### src/rtl/register_bank_sb.sv
// Register bank with a busy-bit scoreboard, write-back bypass on the read ports,
// and a valid/ready serial dump of every register.
module register_bank_sb #(
  parameter int unsigned ADDR_WIDTH = 4,
  parameter int unsigned WORD_SIZE  = 16
) (
  input  logic                  clk,
  input  logic                  rst,
  input  logic [ADDR_WIDTH-1:0] rs1_addr,
  output logic [WORD_SIZE-1:0]  rs1_data,
  output logic                  rs1_busy,
  input  logic [ADDR_WIDTH-1:0] rs2_addr,
  output logic [WORD_SIZE-1:0]  rs2_data,
  output logic                  rs2_busy,
  input  logic                  issue_valid,
  input  logic [ADDR_WIDTH-1:0] issue_addr,
  input  logic                  wb_valid,
  input  logic [ADDR_WIDTH-1:0] wb_addr,
  input  logic [WORD_SIZE-1:0]  wb_data,
  input  logic                  dump_start,
  output logic                  dump_valid,
  input  logic                  dump_ready,
  output logic [ADDR_WIDTH-1:0] dump_addr,
  output logic [WORD_SIZE-1:0]  dump_data,
  output logic                  dump_done
);

  localparam int unsigned REG_COUNT = 1 << ADDR_WIDTH;
  localparam logic [ADDR_WIDTH-1:0] LAST_IDX = ADDR_WIDTH'(REG_COUNT - 1);

  typedef enum logic {IDLE, SEND} state_t;

  logic [WORD_SIZE-1:0]  regs [REG_COUNT];
  logic [REG_COUNT-1:0]  busy;

  state_t                state, state_d;
  logic [ADDR_WIDTH-1:0] idx, idx_d;
  logic                  load_en;
  logic [ADDR_WIDTH-1:0] load_addr;
  logic [WORD_SIZE-1:0]  load_data;
  logic                  done_d;

  logic rs1_hit, rs2_hit, load_hit;

  // Read ports: R0 is hard zero, then write-back bypass, then storage.
  assign rs1_hit  = wb_valid && (wb_addr == rs1_addr);
  assign rs2_hit  = wb_valid && (wb_addr == rs2_addr);
  assign load_hit = wb_valid && (wb_addr == load_addr);

  assign rs1_data = (rs1_addr == '0) ? '0 : (rs1_hit ? wb_data : regs[rs1_addr]);
  assign rs2_data = (rs2_addr == '0) ? '0 : (rs2_hit ? wb_data : regs[rs2_addr]);
  assign rs1_busy = (rs1_addr != '0) && busy[rs1_addr] && !rs1_hit;
  assign rs2_busy = (rs2_addr != '0) && busy[rs2_addr] && !rs2_hit;

  assign load_data = (load_addr == '0) ? '0 : (load_hit ? wb_data : regs[load_addr]);

  // Storage and scoreboard; a same-cycle issue overrides the write-back clear.
  always_ff @(posedge clk or posedge rst) begin
    if (rst) begin
      for (int unsigned i = 0; i < REG_COUNT; i++) regs[i] <= '0;
      busy <= '0;
    end else begin
      regs[0] <= '0;
      busy[0] <= 1'b0;
      for (int unsigned i = 1; i < REG_COUNT; i++) begin
        if (wb_valid && (wb_addr == ADDR_WIDTH'(i))) regs[i] <= wb_data;
        if (issue_valid && (issue_addr == ADDR_WIDTH'(i))) busy[i] <= 1'b1;
        else if (wb_valid && (wb_addr == ADDR_WIDTH'(i))) busy[i] <= 1'b0;
      end
    end
  end

  // Dump FSM state register; dump_data only moves when a new beat is loaded.
  always_ff @(posedge clk or posedge rst) begin
    if (rst) begin
      state     <= IDLE;
      idx       <= '0;
      dump_data <= '0;
      dump_done <= 1'b0;
    end else begin
      state     <= state_d;
      idx       <= idx_d;
      dump_done <= done_d;
      if (load_en) dump_data <= load_data;
    end
  end

  // Dump FSM next state.
  always_comb begin
    state_d   = state;
    idx_d     = idx;
    load_en   = 1'b0;
    load_addr = '0;
    done_d    = 1'b0;
    case (state)
      IDLE: begin
        if (dump_start) begin
          state_d   = SEND;
          idx_d     = '0;
          load_en   = 1'b1;
          load_addr = '0;
        end
      end
      SEND: begin
        if (dump_ready) begin
          if (idx == LAST_IDX) begin
            state_d = IDLE;
            idx_d   = '0;
            done_d  = 1'b1;
          end else begin
            idx_d     = idx + ADDR_WIDTH'(1);
            load_en   = 1'b1;
            load_addr = idx + ADDR_WIDTH'(1);
          end
        end
      end
      default: state_d = IDLE;
    endcase
  end

  assign dump_valid = (state == SEND);
  assign dump_addr  = idx;

endmodule

### config.mk
export PLATFORM = sky130hd
export DESIGN_NAME = register_bank_sb
export DESIGN_NICKNAME = d
export VERILOG_FILES = /design/src/rtl/register_bank_sb.sv
export SDC_FILE = /design/constraint.sdc
export NUM_CORES = 1
export LEC_CHECK = 0
export ABC_CLOCK_PERIOD_IN_PS = 26000
export CAP_MARGIN = 20
export CELL_PAD_IN_SITES_DETAIL_PLACEMENT = 1
export CELL_PAD_IN_SITES_GLOBAL_PLACEMENT = 1
export CORE_MARGIN = 3
export CORE_UTILIZATION = 54
export DETAILED_ROUTE_END_ITERATION = 16
export PLACE_DENSITY = 0.85
export REMOVE_ABC_BUFFERS = 1
export SLEW_MARGIN = 25
export SYNTH_ARGS = -nofsm -noshare
export SYNTH_HDL_FRONTEND = slang
export SYNTH_SLANG_ARGS = --single-unit
### constraint.sdc
create_clock -name clk -period 26 [get_ports clk]
set_input_delay 5.2 -clock clk [delete_from_list [all_inputs] [get_ports clk]]
set_output_delay 5.2 -clock clk [all_outputs]
set_load 0.02 [all_outputs]
Figure 1. The metal 2 layer (run 1).
Cells faint in the background.
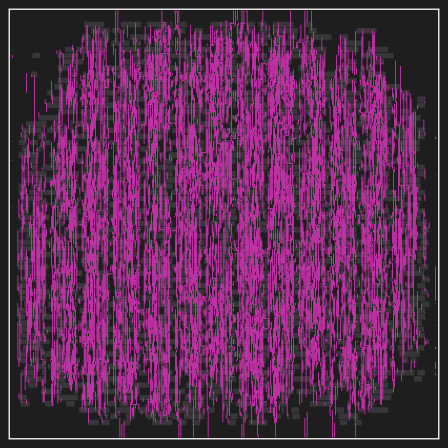
nets with wire on the layer = 1440
main direction = vertical

Figure 2. Cell density map (run 1).
19 x 19 tiles, from white (low) to dark blue (high), 0 to 100% covered.
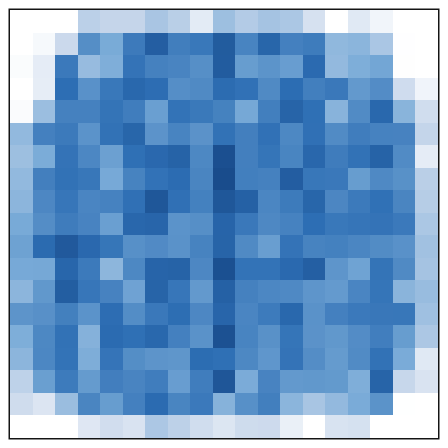
nearly empty tiles = 5.8%
fullest tile = 89%
densest ninth of the die = centre
tiles over 75% full = 14%
mean over tiles = 56%

Figure 3. Sequential cells coloured by netlist name (run 1).
Other sequential cells in the stronger grey, the rest of the logic in the fainter grey.
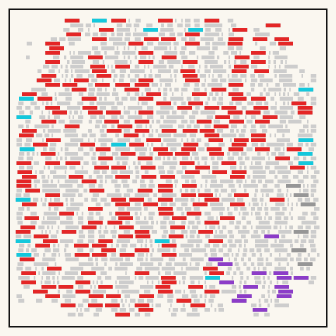
dump_data -> cyan  # flops 16, where all over the die
busy -> purple  # flops 15, where lower right
regs -> red  # flops 240, where all over the die
not coloured = 6

==> flow_summary_export.csv, run 1 <==
group,metric,value,unit
route,highest_layer,"met4",
global_route,use_met3,8.75,%
route,vias,14600,
clock_network,cts_resized,0,
cells_and_area,flops,277,
cells_and_area,comb_area_share,50.8,%
synth,yosysUniqueCellTypes,61,
global_route,grt_max_degree,152,
route,drt_iter0_markers,1643,
critical_path,rrSetupSlack,22.09,ns
sta,hold_ws,0.524,ns
synth,yosys_cells,1478,
floorplanning,fp-utilization,55.5,%
route,drc,0,
worst_hold_path,hp-start,"busy[8]$_DFFE_PP0P_",
synth,xor_share,0.734,%
clock_network,clk_pin_slew_worst_paths,0.05,ns
cells_and_area,clk_share,5.78,%
synth,logic_family,"multiplexers",
cells_and_area,fill_cells,3130,
pwr,p_total,1.89,mW
critical_path,cp-endpoint,"rs1_data[3]",
cells_and_area,final_cell_mix,"dfrtp_1 (277), mux2_2 (264), nand2_1 (174)",
worst_hold_path,hold_path_depth,2,
sta,max-slew-margin-rel,25.3,%
synth,aoi_share,9.09,%
sta,rsz0062_at_grt,"no",
sta,setup_viol,0,
global_route,grt_use_total,37.4,%
route,wl_per_cell,34.0,microns
critical_path,path_buffers,3,
cells_and_area,final_common_cell,"dfrtp_1",
global_route,grt.busiest_layer,"met2",
clock_network,ctsLongestPathBuffers,3,
synth,seq_area_frac_synth,39.1,%
placement,io_buffers,93,
clock_network,cts-htree-levels,2,
synth,avgSynthCellArea,12.0,sq um
cells_and_area,seq_share,34.6,%
pwr,leakage,8.09,nW
critical_path,r2r-end,"dump_data[14]$_DFFE_PP0P_",
critical_path,startpoint_type,"primary input",
flow_run,cap_viol_max_count,0,
floorplanning,tapCellCount,435,
cells_and_area,n_antenna_cell,0,
pwr,comb-power,0.722,mW
sta,worst_pin_slew,1.12,ns
cells_and_area,buffer_area_share,6.04,%
floorplanning,die_area,35100,sq um
critical_path,worstSetupPathType,"primary input to output pin",
critical_path,path_depth,7,
synth,synth.top_cell.area_share,39.1,%
synth,ys_ff,277,
sta,fin_crit,13.71,ns
clock_network,cts_sinks,277,
cells_and_area,syn2layout_area_growth,13.1,%
cells_and_area,largest_cell_class,"multi-input combinational cells",
global_route,met2_usage,58.5,%
synth,synth.largest_area_cell,"dfrtp_1",
synth,edf_count,0,
critical_path,crit_path_top_delay_cell,"buf_4",
synth,ys_sh_simple,10.2,%
worst_hold_path,hp-class,"flip-flop to flip-flop",
placement,place_area,18900,sq um
route,ant_nets,0,
route,routed-wl-met2,30.6,mm
synth,netlist_area,17700,sq um
cells_and_area,largest_register_ffs,240,
synth,most_common_cell,"dfrtp_1",
status,status,"finished clean",
synth,ys_async_sr_fraction,100,%
critical_path,cp_data_arrival_time,8.51,ns
critical_path,crit_family,"buffers and inverters",
placement,post-place-ws,12.29,ns
Figure 4. Placement view (run 1).
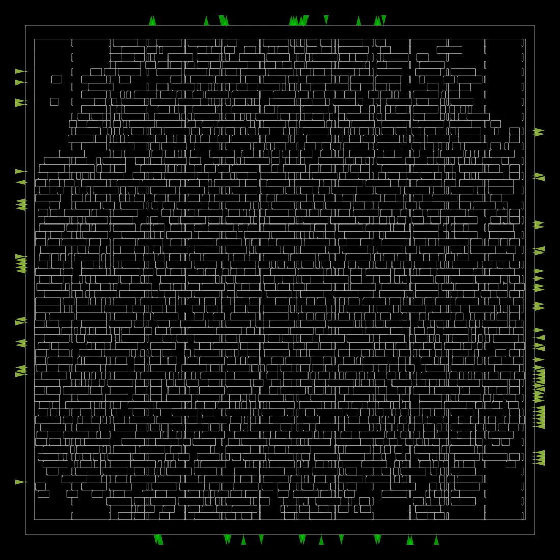

==> inputs of run 2 (changes only) <==
- ABC_CLOCK_PERIOD_IN_PS: 26000 -> 13600
- CORE_UTILIZATION: 54 -> 50
- PLACE_DENSITY: 0.85 -> 0.79
- clock period: 26 -> 13.6 ns (I/O delays scaled with it)
Figure 5. Placement view (run 2).
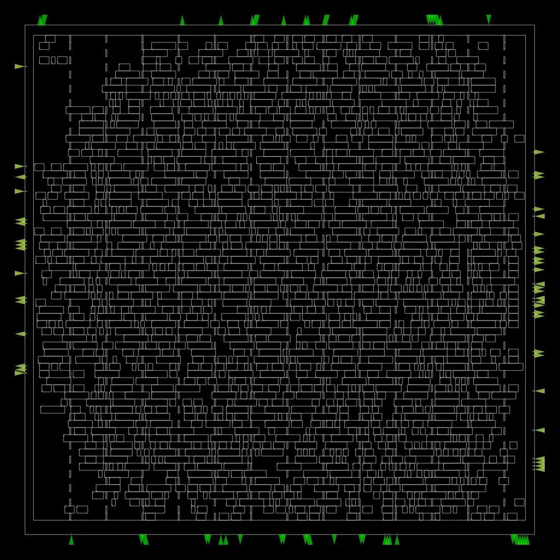
core box area: 34700 sq um
seq_cells: 277
fraction of area in registers: 34.7%
# fillers: 3529
TAP cells: 455

==> run 2 against run 1 <==
Global-route usage down 3.7 points. Clock-buffer cell count is 14 higher. Setup slack worse by 8.0 ns. Synthesized area unchanged. Final cell count is 1.4% higher. First-iteration DRC count down 10%. Clock skew up 0.0044 ns. Register-to-register slack lost 13 ns. Largest cell class unchanged. Highest routed layer unchanged.
==> flow_summary_export.csv, run 2 <==
group,metric,value,unit
route,wl_per_cell,32.4,microns
pwr,p_total,3.48,mW
pwr,power_density,174,nW/um^2
cells_and_area,largest_cell_class,"multi-input combinational cells",
global_route,use_met3,6.40,%
global_route,met2_usage,53.9,%
cells_and_area,clk_share,5.28,%
critical_path,path_depth,8,
sta,setup_viol,0,
synth,ys_sh_simple,10.2,%
cells_and_area,comb_area_share,51.0,%
placement,post-place-ws,4.28,ns
cells_and_area,final_cell_mix,"dfrtp_1 (277), mux2_2 (264), nand2_1 (174)",
route,ant_nets,0,
floorplanning,die_area,37800,sq um
synth,yosys_cells,1478,
flow_run,cap_viol_max_count,0,
critical_path,cp-endpoint,"rs1_data[0]",
route,drt_iter0_markers,1473,
pwr,pg_clk,0.880,mW
cells_and_area,n_antenna_cell,0,
synth,yosysWarnings,0,
sta,worst_pin_slew,1.09,ns
floorplanning,die_width,194,microns
cells_and_area,buffer_area_share,6.04,%
route,wl_met3,5.64,mm
global_route,antenna_found_initial,0,
pwr,leakage,8.03,nW
pwr,pwr-share-seq,35.7,%
synth,ys_async_sr_fraction,100,%
sta,max-slew-margin-rel,27.1,%
global_route,grt.busiest_layer,"met2",
synth,synth.largest_area_cell,"dfrtp_1",
global_route,grt_max_degree,87,
critical_path,crit_path_top_delay_cell,"nor4_2",
global_route,grt_use_total,33.6,%
clock_network,clk_pin_slew_worst_paths,0.06,ns
critical_path,startpoint_type,"primary input",
worst_hold_path,hold_path_depth,2,
route,routed-wl-met2,30.2,mm
sta,hold_violations,0,
synth,avgSynthCellArea,12.0,sq um
critical_path,worstSetupPathType,"primary input to output pin",
synth,most_common_cell,"dfrtp_1",
synth,aoi_share,9.09,%
floorplanning,fp-utilization,51.1,%
cells_and_area,largest_register_ffs,240,
synth,edf_count,0,
route,highest_layer,"met4",
clock_network,cts-htree-levels,2,
clock_network,cts_sinks,277,
critical_path,rrSetupSlack,9.39,ns
sta,fin_crit,9.33,ns
sta,hold_ws,0.525,ns
synth,synthCells,1478,
synth,synth.top_cell.area_share,39.1,%
cells_and_area,seqCellArea,6930,sq um
route,vias,14100,
synth,logic_family,"multiplexers",
critical_path,crit_family,"buffers and inverters",
clock_network,ctsLongestPathBuffers,3,
cells_and_area,syn2layout_area_growth,12.7,%
critical_path,path_buffers,4,
cells_and_area,fin_cells,1974,
synth,netlist_area,17700,sq um
synth,ys_ff,277,
placement,place_area,18900,sq um
route,routed_wl,64.0,mm
worst_hold_path,hp-start,"busy[2]$_DFFE_PP0P_",
route,drc,0,
worst_hold_path,hp-class,"flip-flop to flip-flop",
pwr,power.share.switching,36.8,%
critical_path,r2r-end,"dump_data[8]$_DFFE_PP0P_",
clock_network,cts_resized,0,
critical_path,cp_data_arrival_time,6.61,ns
pwr,comb-power,1.36,mW
sta,drv_slew,0,
cells_and_area,final_common_cell,"dfrtp_1",
global_route,first_global_vias,14700,
synth,yosysUniqueCellTypes,61,
cells_and_area,clkbuf_count,55,
placement,io_buffers,93,
route,first_pass_iters,5,
synth,adder_share,0.0706,%
sta,rsz0062_at_grt,"no",
synth,xor_share,0.734,%
worst_hold_path,hold_end,"busy[2]$_DFFE_PP0P_",
floorplanning,ios,94,
status,status,"finished clean",
synth,seq_area_frac_synth,39.1,%
Figure 6. Sequential cells coloured by netlist name (run 2).
Other sequential cells in the stronger grey, the rest of the logic in the fainter grey.
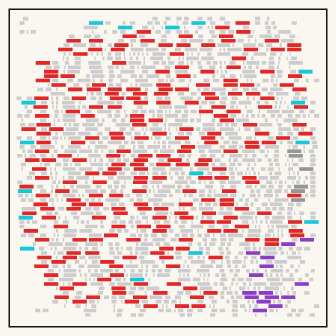

==> inputs of run 3 (changes only) <==
- ABC_CLOCK_PERIOD_IN_PS: 13600 -> 9000
- clock period: 13.6 -> 9 ns (I/O delays scaled with it)
Figure 7. Sequential cells coloured by netlist name (run 3).
Other sequential cells in the stronger grey, the rest of the logic in the fainter grey.
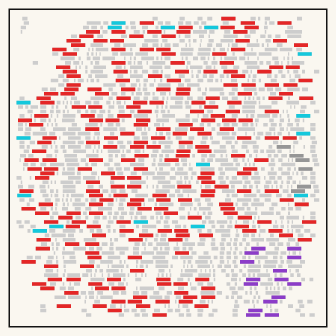
busy -> purple  # flops 15, where lower right
dump_data -> cyan  # flops 16, where all over the die
regs -> red  # flops 240, where all over the die
not coloured = 6

==> run 3 against run 2 <==
Synthesized area did not move. Synthesized cell count unchanged. Clock-buffer cell count down 10. Largest cell class unchanged. Sequential share of layout area barely moved. Combinational power is 49% higher. Clock skew decreased by 0.0045 ns. Core utilization about the same. First-iteration DRC count fell by 3.5%.
==> flow_summary_export.csv, run 3 <==
group,metric,value,unit
route,ant_nets,0,
synth,logic_family,"multiplexers",
floorplanning,tapCellCount,455,
route,highest_layer,"met4",
sta,rsz0062_at_grt,"no",
clock_network,cts-htree-levels,1,
synth,netlist_area,17700,sq um
critical_path,crit_path_top_delay_cell,"clkdlybuf4s50_1",
cells_and_area,seqCellArea,6930,sq um
global_route,use_met3,5.70,%
synth,seq_area_frac_synth,39.1,%
cells_and_area,final_common_cell,"dfrtp_1",
cells_and_area,final_cell_mix,"dfrtp_1 (277), mux2_2 (264), nand2_1 (174)",
cells_and_area,comb_area_share,51.0,%
route,drc,0,
placement,post-place-ws,2.12,ns
worst_hold_path,hp-class,"flip-flop to flip-flop",
synth,synth.largest_area_cell,"dfrtp_1",
synth,aoi_share,9.09,%
cells_and_area,largest_cell_class,"multi-input combinational cells",
placement,io_buffers,93,
synth,avgSynthCellArea,12.0,sq um
cells_and_area,fill_cells,3479,
route,wl_per_cell,31.5,microns
critical_path,path_buffers,4,
clock_network,root_buffer,"clkbuf_16",
synth,synthCells,1478,
global_route,met2_usage,52.2,%
synth,adder_share,0.0706,%
critical_path,worstRegToRegCells,8,
critical_path,cp_data_arrival_time,5.09,ns
clock_network,clk_pin_slew_worst_paths,0.06,ns
global_route,grt_use_total,32.6,%
synth,most_common_cell,"dfrtp_1",
status,status,"finished clean",
synth,yosysWarnings,0,
sta,max-slew-margin-rel,27.0,%
floorplanning,coreArea,34700,sq um
floorplanning,die_width,194,microns
synth,ys_sh_simple,10.2,%
sta,setup_viol,0,
critical_path,cp-endpoint,"rs2_data[8]",
cells_and_area,largest_register_ffs,240,
route,first_pass_iters,5,
sta,hold_violations,0,
pwr,internal-power,3.28,mW
route,drt_iter0_markers,1422,
route,wl_met3,5.41,mm
sta,hold_ws,0.522,ns
global_route,grt_max_degree,183,
critical_path,startpoint_type,"primary input",
critical_path,r2r-start,"dump_addr[0]$_DFFE_PP0P_",
global_route,first_global_vias,14900,
synth,ys_async_sr_fraction,100,%
pwr,comb-power,2.03,mW
pwr,pwr-share-seq,36.0,%
placement,place_area,18900,sq um
pwr,clkPwrFrac,25.0,%
cells_and_area,syn2layout_area_growth,12.6,%
route,vias,13900,
synth,edf_count,0,
cells_and_area,n_antenna_cell,0,
cells_and_area,seq_share,34.7,%
floorplanning,die_area,37800,sq um
cells_and_area,clkbuf_count,45,
clock_network,cts_resized,0,
pwr,pg_clk,1.30,mW
clock_network,ctsLongestPathBuffers,3,
worst_hold_path,hold_path_depth,2,
sta,worst_pin_slew,1.09,ns
cells_and_area,utilization,57.5,%
route,routed-wl-met2,29.2,mm
critical_path,r2r-end,"dump_data[0]$_DFFE_PP0P_",
worst_hold_path,hold_end,"busy[1]$_DFFE_PP0P_",
floorplanning,ios,94,
global_route,antenna_found_initial,1,
route,routed_wl,62.1,mm
pwr,p_total,5.21,mW
sta,fin_crit,6.89,ns
cells_and_area,clk_share,5.16,%
synth,yosys_cells,1478,
synth,synth.top_cell.area_share,39.1,%
floorplanning,fp-utilization,51.1,%
synth,yosysUniqueCellTypes,61,
flow_run,cap_viol_max_count,0,
synth,xor_share,0.734,%
pwr,power_density,261,nW/um^2
synth,ys_ff,277,
pwr,power.share.switching,37.1,%

## Gallery

Metal 1.
(a)
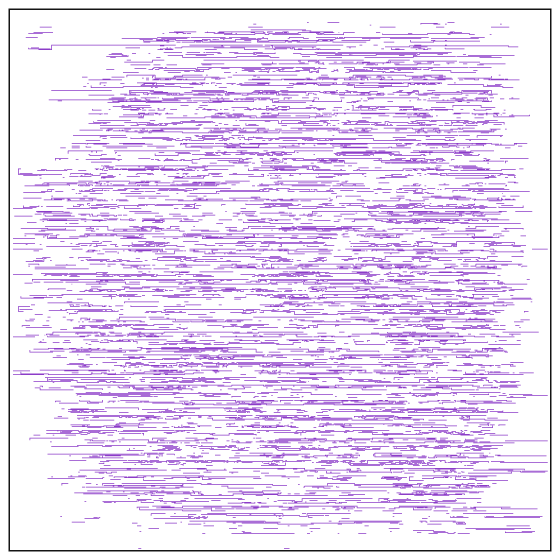
(b)
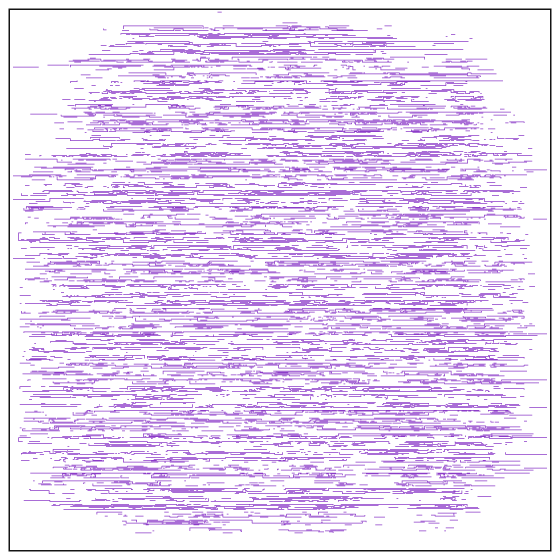
- run 3 = (a)
- run 1 = (b)

Key to (b):
longest straight run = 53.4 microns
share of all routed wire = 37%
main direction = horizontal
nets with wire on the layer = 1418

Power and IR drop assume default switching activity.
